==> images/floorplan.png <==
Pins as bars on the die edge. Tap cells in gray.
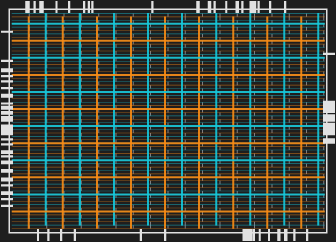
==> images/class_map.png <==
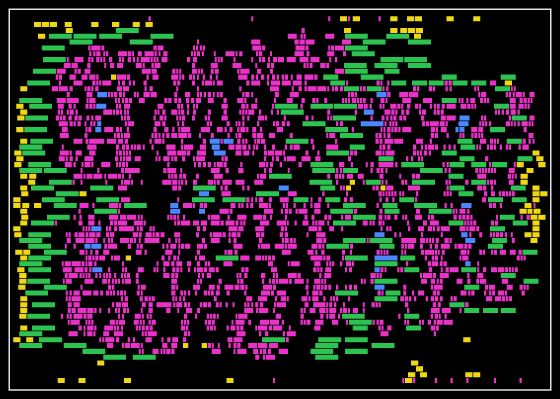
==> images/clock_wires.png <==
Bar = 100 um.
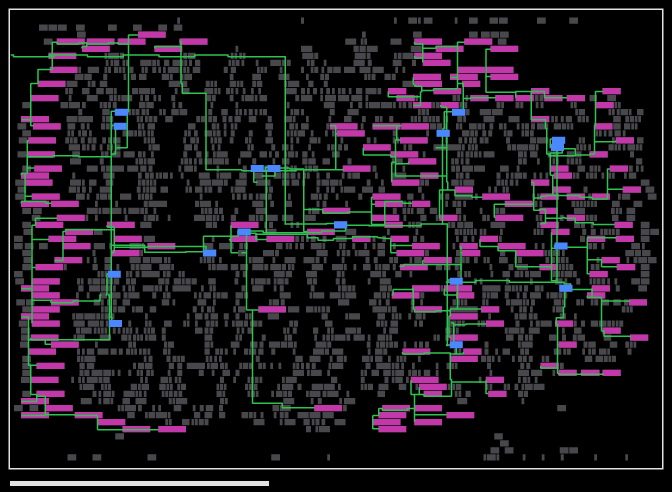
==> config.mk <==
export PLATFORM = sky130hd
export DESIGN_NAME = bouncing_ball_flat
export DESIGN_NICKNAME = d
export VERILOG_FILES = /design/src/rtl/bouncing_ball_pkg.sv /design/src/rtl/bouncing_ball_if.sv /design/src/rtl/bouncing_ball_rect_overlap.sv /design/src/rtl/bouncing_ball.sv /design/src/flat_wrapper.sv
export SDC_FILE = /design/constraint.sdc
export NUM_CORES = 1
export LEC_CHECK = 0
export ABC_AREA = 1
export CORE_ASPECT_RATIO = 0.7
export CORE_UTILIZATION = 35
export CTS_BUF_LIST = sky130_fd_sc_hd__clkbuf_4 sky130_fd_sc_hd__clkbuf_8
export CTS_CLUSTER_DIAMETER = 80
export CTS_CLUSTER_SIZE = 25
export DETAILED_ROUTE_END_ITERATION = 7
export PLACE_DENSITY_LB_ADDON = 0.15
export SLEW_MARGIN = 20
export SYNTH_ARGS = -nofsm -noshare
export SYNTH_HDL_FRONTEND = slang
export SYNTH_SLANG_ARGS = --single-unit
==> constraint.sdc <==
create_clock -name clk -period 19.44 [get_ports clk]
set_clock_uncertainty 0.05 [all_clocks]
set_input_delay 3.888 -clock clk [delete_from_list [all_inputs] [get_ports clk]]
set_output_delay 3.888 -clock clk [all_outputs]
set_load 0.005 [all_outputs]
==> commit_impl_results.txt <==
Log flow metrics for this revision

* Kind of capture point of the worst setup path: flip-flop
- The routed design shows a via density per instance of just over 5.
- Counting instances in the post-synthesis netlist gives the leading cell types as 378 x sky130_fd_sc_hd__nand2_1, 283 x sky130_fd_sc_hd__inv_1, 181 x sky130_fd_sc_hd__a21oi_1, 177 x sky130_fd_sc_hd__ha_1, 170 x sky130_fd_sc_hd__nor2_1.
- Post-synthesis cell type with the largest combined area: sky130_fd_sc_hd__edfxtp_1
- Yosys stat cell total: 2,021
* Number of levels in the clock H-tree: 4
* Max FO, Critical Path: roughly 65
- Area of the die: 44,500 um^2
* CP Data Arrival Time: a little over 6 ns
* Nets: 2,346
* Number of maximum-capacitance constraint violations: 0
- Logged for this run, the post-placement worst setup slack is 12.47 ns.
- Area of the mapped netlist: 15,300 um^2
- The floorplan report gives the top-level pin count as 110.
- Number of pins exceeding their max-slew limit in the final report: 0
- Gate count of the mapped netlist: 2,021
* Unrepaired setup endpoints after global routing: false
- Antenna violations before repair: 0
- The post-synth count of flops with an enable pin is 111.
* Share of post-route cells with drive strength above 1: 4.95%
* Final RePlAce weighted congestion: between 0.9 and 1
- Top_reg_cell synth: sky130_fd_sc_hd__edfxtp_1
- Status: completed
* Antenna diode count: 0
* Worst endpoint required time: 19.52 ns
- Summed over all nets, the half-perimeter wirelength after detailed placement is 36,400 um.
- Shortest clock period the worst path allows after layout: roughly 6 ns
- Headroom to the max-slew limit came out at approximately 29%.
* Number of distinct library cell variants in the gate-level netlist after synthesis: between 50 and 60
- Number of hold violations in the final report: 0
- Total clock sinks: 176
* Worst slew pin tran: 1.07 ns
- Wires add up to 46,100 um.
* Area of the synthesized netlist per yosys stat: 15,300 um^2
* Most common library cell in the layout ignoring fill and taps: sky130_fd_sc_hd__nand2_1
* Depth of the most critical reg-to-reg path: 23
- Setup total negative slack on the finished layout was measured at 0 ns.
- Core Density at Floorplan: 35.8%
- The synthesized design contains 176 register bits.
- Entering global routing, the biggest net connects approximately 66 pins.
- The detailed router finished its first iteration with around 1,100 violations.
* FILL cells: around 4,500
- The area growth from synthesis to layout is 12.8%.
- Dividing the detail-routed wire length by the instance count gives ~17 um.
Back to the opening pictures, floorplan.png:
cyan -> VDD
orange -> VSS
rows = 63
met1 rails = 64
met4 straps = 18
met5 straps = 12
die boundary width: 252 um
core region area: 42,700 um^2
maximum vdd ir drop: 0.0000477 V
die boundary height: 177 um

Back to the opening pictures, class_map.png:
magenta -> remaining logic cells  # cells 1,808, share of their area 63%
yellow -> remaining buffers and delay cells  # cells 104, share of their area 6.2%
green -> sequential cells  # cells 176, share of their area 28%
blue -> clock drivers and dummy loads  # cells 32, share of their area 2.5%
utilization after layout: 40.3%
share of cell area taken by flip-flops and latches: 26.9%
number of placement rows: 63

Back to the opening pictures, clock_wires.png:
magenta -> flip-flops  # count 176
green -> clock wires  # length 2,830 um
blue -> clock-net drivers  # count 17
routed clock nets = 18
flops lie = all over the die
Clock Power: 0.000283 W
Clk pwr share: 27.3%
clock latency on the worst-skew pair: 0.52 ns

==> through the flow <==
| step | power (W) | hold slack [ns] | util, % | cells |
|---|---|---|---|---|
| 2_1_floorplan | 0.000668 | 0.389 | - | 2032 |
| 3_3_place_gp | 0.000752 | 0.402 | 39.3 | 2673 |
| 3_5_place_dp | 0.000758 | 0.411 | 39.3 | 2673 |
| 4_1_cts | 0.00104 | 0.433 | 40.3 | 2705 |
| 5_1_grt | 0.00110 | 0.457 | 40.3 | 2705 |
| 6_report | 0.00104 | 0.424 | 40.3 | 2705 |
==> layout make-up <==
class	instances	area [um^2]	share of cell area, %
Multi-Input combinational cell	1510	9310	54.0
Sequential cell	176	4630	26.9
Inverter	298	1120	6.49
Timing Repair Buffer	104	1020	5.93
Tap cell	585	732	4.25
Clock buffer	20	263	1.53
Clock inverter	12	153	0.886
==> worst max-delay path, stage by stage <==
cell	delay [ns]
sky130_fd_sc_hd__clkdlybuf4s50_1	0.40
sky130_fd_sc_hd__buf_4	0.26
sky130_fd_sc_hd__nor3_4	0.69
sky130_fd_sc_hd__buf_4	0.79
==> kinds of logic (layout without fill, tap and decap cells) <==
family,after synthesis,in the layout,share of synthesized area [%]
simple gates,808,808,23.5
compound gates,349,349,12.6
buf+inv,346,434,9.14
fa+ha+maj,183,183,15.3
flops,176,176,30.3
xor+xnor,157,157,9.10
other cells,2,13,0.0492
==> power by group <==
part | internal, W | switching, W | total [W]
sequential | 0.000416 | 0.0000202 | 0.000436
clock | 0.000124 | 0.000158 | 0.000283
combinational | 0.000116 | 0.000202 | 0.000318
==> metal layers <==
metal  share of wire (%)  global-route usage (%)  wire length (um)
met5                   0                       0                 0
met2                  38                    28.4             17600
met1                  54                    33.2             25000
met4                0.88                    4.17               407
met3                 6.7                    3.74              3100
No activity file was given, so power comes from the tool's default toggle rates.
